Design button_scan_ctrl, sky130hd; sources not shown.
### The metal 3 layer, run 1

Drawn at 3 px/µm.
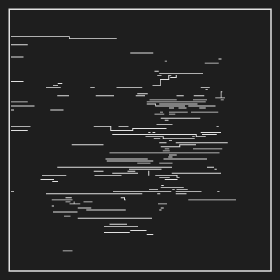
nets with wire on the layer	88
longest straight run	38.0 µm
main direction	horizontal
share of all routed wire	7.4%
final wirelength: 11400 µm
Vias: 3882

### Routing congestion, run 1

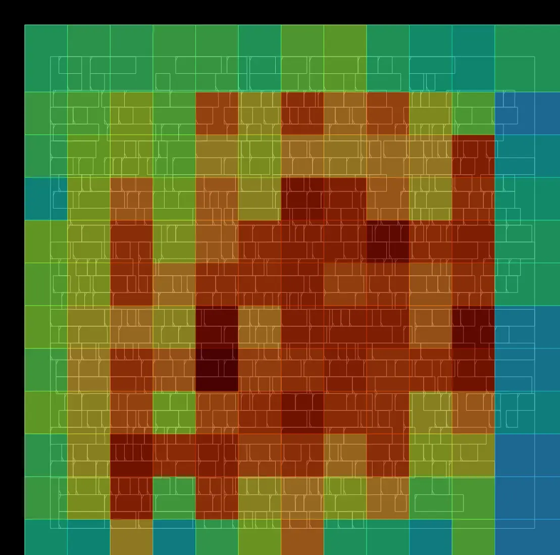
final core utilization: 77.9%
global routing usage on met3: 4.37%
busiest layer in global routing: met2
global-route usage over all layers: 30.0%

### Gate families picked out, run 1

Drawn at 6 px/µm.
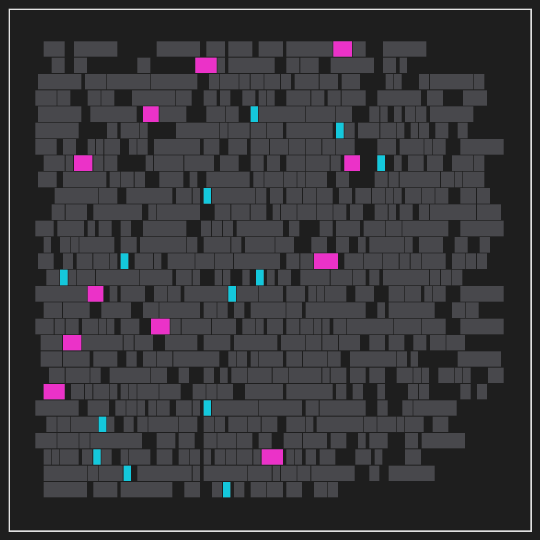
color	family	cells
magenta	AND-OR and OR-AND gates	11
cyan	inverters	13
logic share of the area: 56.6%
top logic cell by instance count in the layout: buf_4
fin cells: 596

### Cell sizes after repair, run 1

Drawn at 6 px/µm.
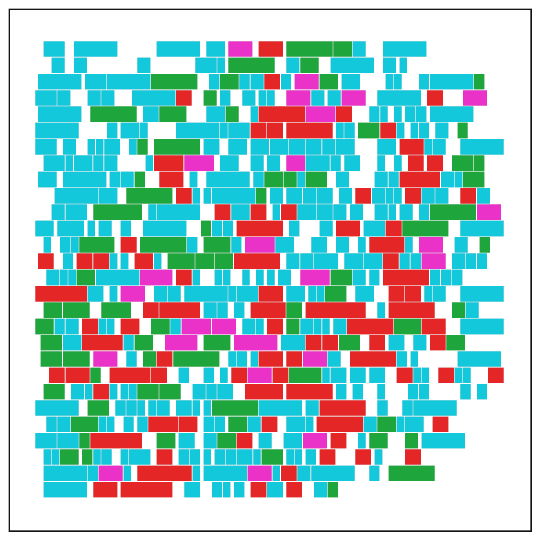
color	size	cells	most used
magenta	drive 6 and up	25	buf_6
green	drive 2	77	dfxtp_2
red	drive 3 to 4	90	buf_4
cyan	drive 1 or less	329	nand2_1
non-clock buffer count: 94
fin area: 4640 µm²

==> out/qor.csv, run 1 <==
metric,value,unit
status,finished with violations,
failed_checks,setup timing,
area_delta_synth_final,36.1,%
fin_ws,-235,ps
critical_path.max_fanout,4,
final.period_utilization,111,%
die_x,86.7,µm
crit_arrival,2640,ps
endpoint_kind,flop,
grt_start_max_net_pins,19,
cts_tree,done,
gp_congestion,0.934,
crit_path_top_delay_cell,or4_4,
p_seq_share,50.3,%
peakVddDrop,348,µV
fmax,419,MHz
setup_violations,33,
synth_area,3410,µm²
start_kind,flop,
drt-initial-drc-count,359,
whs,440,ps
cts_buffers,5,
synth_async_sr_flop_share,0,%
fin_nets,529,
clock_skew,11.3,ps
drive_above_1_share,36.9,%
reg2reg_setup_slack,-230,ps
warning_count,29,
dieHeight,86.7,µm
first_pass_iters,6,
p_int,0.00128,W
rsz0062_at_grt,yes,
p_sw_share,31.0,%
largest_register_ffs,32,
worstPathCellList,or4_4 -> nor4_4 -> buf_6 -> nand4_1 -> a2bb2oi_2 -> nand4_1 -> nor4_4 -> nor3b_2,
path_class,reg2reg,
drc,0,
netSwitchingPower,0.000575,W
cts_max_level,2,
finalCriticalPeriod,2380,ps
max_stage_delay,530,ps
io_pins,12,
ff2ff_path_depth,8,
yosysWarnings,0,
tightest_slew,580,ps
critPathTopFamily,simple AND/OR/NAND/NOR gates,
cts_buffer_depth,2,
core_area,5960,µm²
slew_violations,0,
[run 1: area by class of cell]
cell class | instances | area (µm²) | share of cell area, %
Inverter | 13 | 48.8 | 1.05
Tap cell | 75 | 93.8 | 2.02
Clock inverter | 3 | 28.8 | 0.620
Sequential cell | 49 | 1010 | 21.7
Timing Repair Buffer | 59 | 498 | 10.7
Buffer | 35 | 267 | 5.74
Clock buffer | 5 | 68.8 | 1.48
Multi-Input combinational cell | 357 | 2630 | 56.6
[run 1: cell usage after synthesis, drive strengths merged (2+ instances only)]
cell / instances / area, µm²
dfxtp: 49 / 981
a22oi: 2 / 15.0
buf: 19 / 116
mux2i: 8 / 80.1
a211o: 2 / 17.5
a21oi: 26 / 130
o22ai: 3 / 18.8
o21a: 2 / 15.0
and3: 10 / 62.6
nand4: 21 / 159
nand2b: 5 / 31.3
a31oi: 14 / 87.6
a211oi: 2 / 15.0
a41oi: 2 / 25.0
nor2b: 15 / 101
o2111ai: 2 / 17.5
a311oi: 2 / 17.5
a21o: 2 / 15.0
nor3b: 8 / 70.1
o21ai: 43 / 215
o41ai: 3 / 26.3
nor2: 44 / 165
nor4b: 2 / 17.5
o21bai: 2 / 18.8
xnor2: 5 / 43.8
or2: 3 / 18.8
nand2: 44 / 165
nand3: 14 / 75.1
or3: 5 / 31.3
clkbuf: 16 / 61.3
or4: 6 / 52.6
and2: 5 / 31.3
nor4: 9 / 98.8
and4: 5 / 43.8
nand3b: 7 / 52.6
nand4bb: 2 / 22.5
nor3: 17 / 85.1
ha: 2 / 25.0
inv: 13 / 48.8
[run 1: routing by layer]
metal	vias to the layer above	GRT usage (%)	part of all wire, %
li1	1811	-	-
met1	1812	37.5	41
met2	208	50.6	48
met3	51	4.37	7.4
met4	0	14.2	4.0
met5	-	0	0
[run 1: logic make-up (layout without fill, tap and decap cells)]
| group | count (synthesis) | count (layout) | synth area share [%] |
|---|---|---|---|
| and+or+nand+nor | 225 | 225 | 38.5 |
| xor gates and xnor gates | 6 | 6 | 1.54 |
| DFF | 49 | 49 | 28.8 |
| AOI/OAI and AO/OA | 115 | 115 | 20.8 |
| adders and majority gates | 2 | 2 | 0.734 |
| muxes | 9 | 9 | 3.01 |
| buffers and inverters | 48 | 115 | 6.64 |
[run 1: power by group through the flow]
stage          combinational [W]  clock [W]  sequential [W]
6_report                0.000299   0.000624        0.000934
5_1_grt                 0.000321   0.000666        0.000936
4_1_cts                 0.000280   0.000629        0.000934
3_5_place_dp            0.000251          0        0.000956
3_3_place_gp            0.000246          0        0.000955
2_1_floorplan           0.000175          0        0.000961
[run 1: worst reg2reg max path: cells and delay by family (launching register included)]
family,cells,cell delay (ps)
AND/OR/NAND/NOR,6,1580
flip-flops,1,360
AND-OR/OR-AND,1,190
buffers and inverters,1,170
[run 1: timing repair]
| action | in CTS | in global routing |
|---|---|---|
| resized | 73 | 69 |
| setup buffers | 27 | 20 |
| gates cloned | 2 | 0 |
| pin swaps | 30 | 33 |
| endpoints found under the setup margin | 46 | 42 |
[run 1: through the flow]
stage	cells	total power, W
after floorplan	454	0.00114
after global placement	539	0.00120
after detailed placement	539	0.00121
after CTS	576	0.00184
after global routing	596	0.00192
final	596	0.00186
==> inputs of run 2 (changes only) <==
--- a/config.mk
+++ b/config.mk
@@ -8,8 +8,10 @@
 export CAP_MARGIN = 20
 export CORE_MARGIN = 4
 export CORE_UTILIZATION = 55
+export CTS_CLUSTER_DIAMETER = 50
 export DETAILED_ROUTE_END_ITERATION = 8
 export GPL_TIMING_DRIVEN = 0
+export MAX_ROUTING_LAYER = met4
 export PLACE_DENSITY = 0.76
 export SETUP_SLACK_MARGIN = 0.3
 export SYNTH_ARGS = -nofsm -noshare
### The metal 3 layer, run 2

Drawn at 3 px/µm.
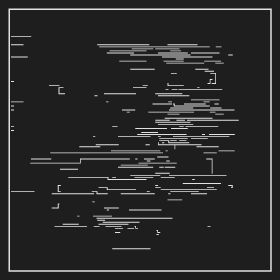
wire length on this layer	1090 µm
longest straight run	37.3 µm
final wirelength: 11600 µm
Vias: 3979

==> run 2 against run 1 <==
The flow still finishes with violations (setup timing). Sequential power about the same. Worst setup slack worse by 11 ps. Utilization is essentially flat. Power increased by 0.80%. Sequential cell count unchanged. Global-route usage increased by 0.32 points. Clock-buffer cell count is the same. Hold slack got worse by 1.9 ps. Final area about the same. First-iteration DRC count up 36%. Clock power barely moved.
==> out/qor.csv, run 2 <==
metric,value,unit
synthCells,454,
largest_register_ffs,32,
synthTopCellsByCount,"dfxtp_1, nand2_1, nor2_1, o21ai_0, a21oi_1",
clk_latency,320,ps
topCellsByArea,"dfxtp_1, o21ai_0, nand2_1, nor2_1, a21oi_1",
clkTransAtPathRegs,110,ps
cts_buffer_depth,2,
antenna_found_initial,0,
failed_checks,setup timing,
cts_max_level,2,
chipArea,7520,µm²
reg2reg_setup_slack,-250,ps
die_x,86.7,µm
drt-initial-drc-count,488,
ys_cells,454,
fmax,417,MHz
setup_violations,35,
cts_root_buf,clkbuf_8,
grt_start_max_net_pins,19,
yosysTopAreaCell,dfxtp_1,
p_int,0.00129,W
endpoint_kind,flop,
ys_ff,49,
diodes,0,
cts_tree,done,
grt_pass1_vias,3656,
initCoreUtil,57.2,%
p_seq_share,49.8,%
final.period_utilization,111,%
path_class,reg2reg,
finalCriticalPeriod,2400,ps
syn-num-nets,463,
critical_path.max_fanout,10,
start_kind,flop,
io_pins,12,
peakVddDrop,371,µV
postLayoutCoreUtil,77.9,%
first_pass_iters,8,
syn_avg_cell_area,7.51,µm²
drive_above_1_share,36.2,%
top_cell_area_share,28.8,%
synth_area,3410,µm²
dieHeight,86.7,µm
cts_buffers,5,
p_sw_share,31.0,%
slew_violations,0,
place_ws,-478,ps
fin_nets,525,
clkPwrFrac,33.2,%
warning_count,29,
fin_ws,-246,ps
core_area,5960,µm²
synth_async_sr_flop_share,0,%
cp.required,2400,ps
maxSlewHeadroom,61.8,%
most_common_cell,dfxtp_1,
ff2ff_path_depth,8,
rsz0062_at_grt,yes,
area_delta_synth_final,36.0,%
gp_congestion,0.969,
final_layout_top_logic_cells,"nand2_1, buf_4, dfxtp_1",
yosysWarnings,0,
netSwitchingPower,0.000580,W
drc,0,
clock_skew,15.5,ps
tightest_slew,572,ps
layout_top_cell,nand2_1,
crit_arrival,2640,ps
dpl.hpwl,7050,µm
track_usage,30.3,%
status,finished with violations,
[run 2: cell count changes in the layout (fill, tap and decap cells not counted), sizes merged]
cell,before,now
buf,70,65
clkbuf,21,22
[run 2: repair_timing]
item	CTS	global route
pin swaps	33	30
gates cloned	4	0
gates resized	76	65
buffers inserted	25	16
endpoints found under the setup margin	45	42
[run 2: routing by layer]
metal,track usage (%),share of wire (%),vias up
met5,-,0,-
met1,37.3,39,1845
met4,14.9,5.6,0
met2,47.9,46,273
met3,5.32,9.5,65
li1,-,-,1796
[run 2: cell type report]
| cell class | count | area (µm²) |
|---|---|---|
| clock buffers | 5 | 68.8 |
| fillers | 401 | 1320 |
| well taps | 75 | 93.8 |
| plain buffers | 35 | 274 |
| flip-flops and latches | 49 | 1010 |
| inverters | 13 | 48.8 |
| clock inverters | 3 | 28.8 |
| multi-input cells | 357 | 2640 |
| repair buffers | 55 | 478 |
[run 2: cell families (layout without fill, tap and decap cells)]
logic type,after synthesis,count (layout),synth area share [%]
AOI/OAI and AO/OA,115,115,20.8
xor gates and xnor gates,6,6,1.54
adders and majority gates,2,2,0.734
buffers and inverters,48,111,6.64
DFF,49,49,28.8
muxes,9,9,3.01
and+or+nand+nor,225,225,38.5
[run 2: stage by stage]
stage	instances	hold WS [ps]	area, µm²	power (W)
detailed placement	539	426	3770	0.00121
global placement	539	418	3770	0.00120
floorplan	454	414	3580	0.00114
CTS	576	444	4320	0.00185
global route	592	457	4640	0.00194
finish	592	438	4640	0.00187
[run 2: worst max-delay path: stages (launching register included)]
cell	delay (ps)
dfxtp_1	370
buf_6	150
nand4_4	200
nor4_4	370
and4bb_2	330
a2bb2oi_2	170
nand4_1	180
nor4_4	350
nor3b_2	200
[run 2: power groups by stage]
stage	sequential, W	combinational, W	clock [W]
floorplan	0.000961	0.000175	0
global placement	0.000955	0.000246	0
detailed placement	0.000955	0.000250	0
CTS	0.000935	0.000283	0.000629
global route	0.000934	0.000343	0.000666
finish	0.000932	0.000319	0.000621
Power is estimated from default activity; no workload was simulated.
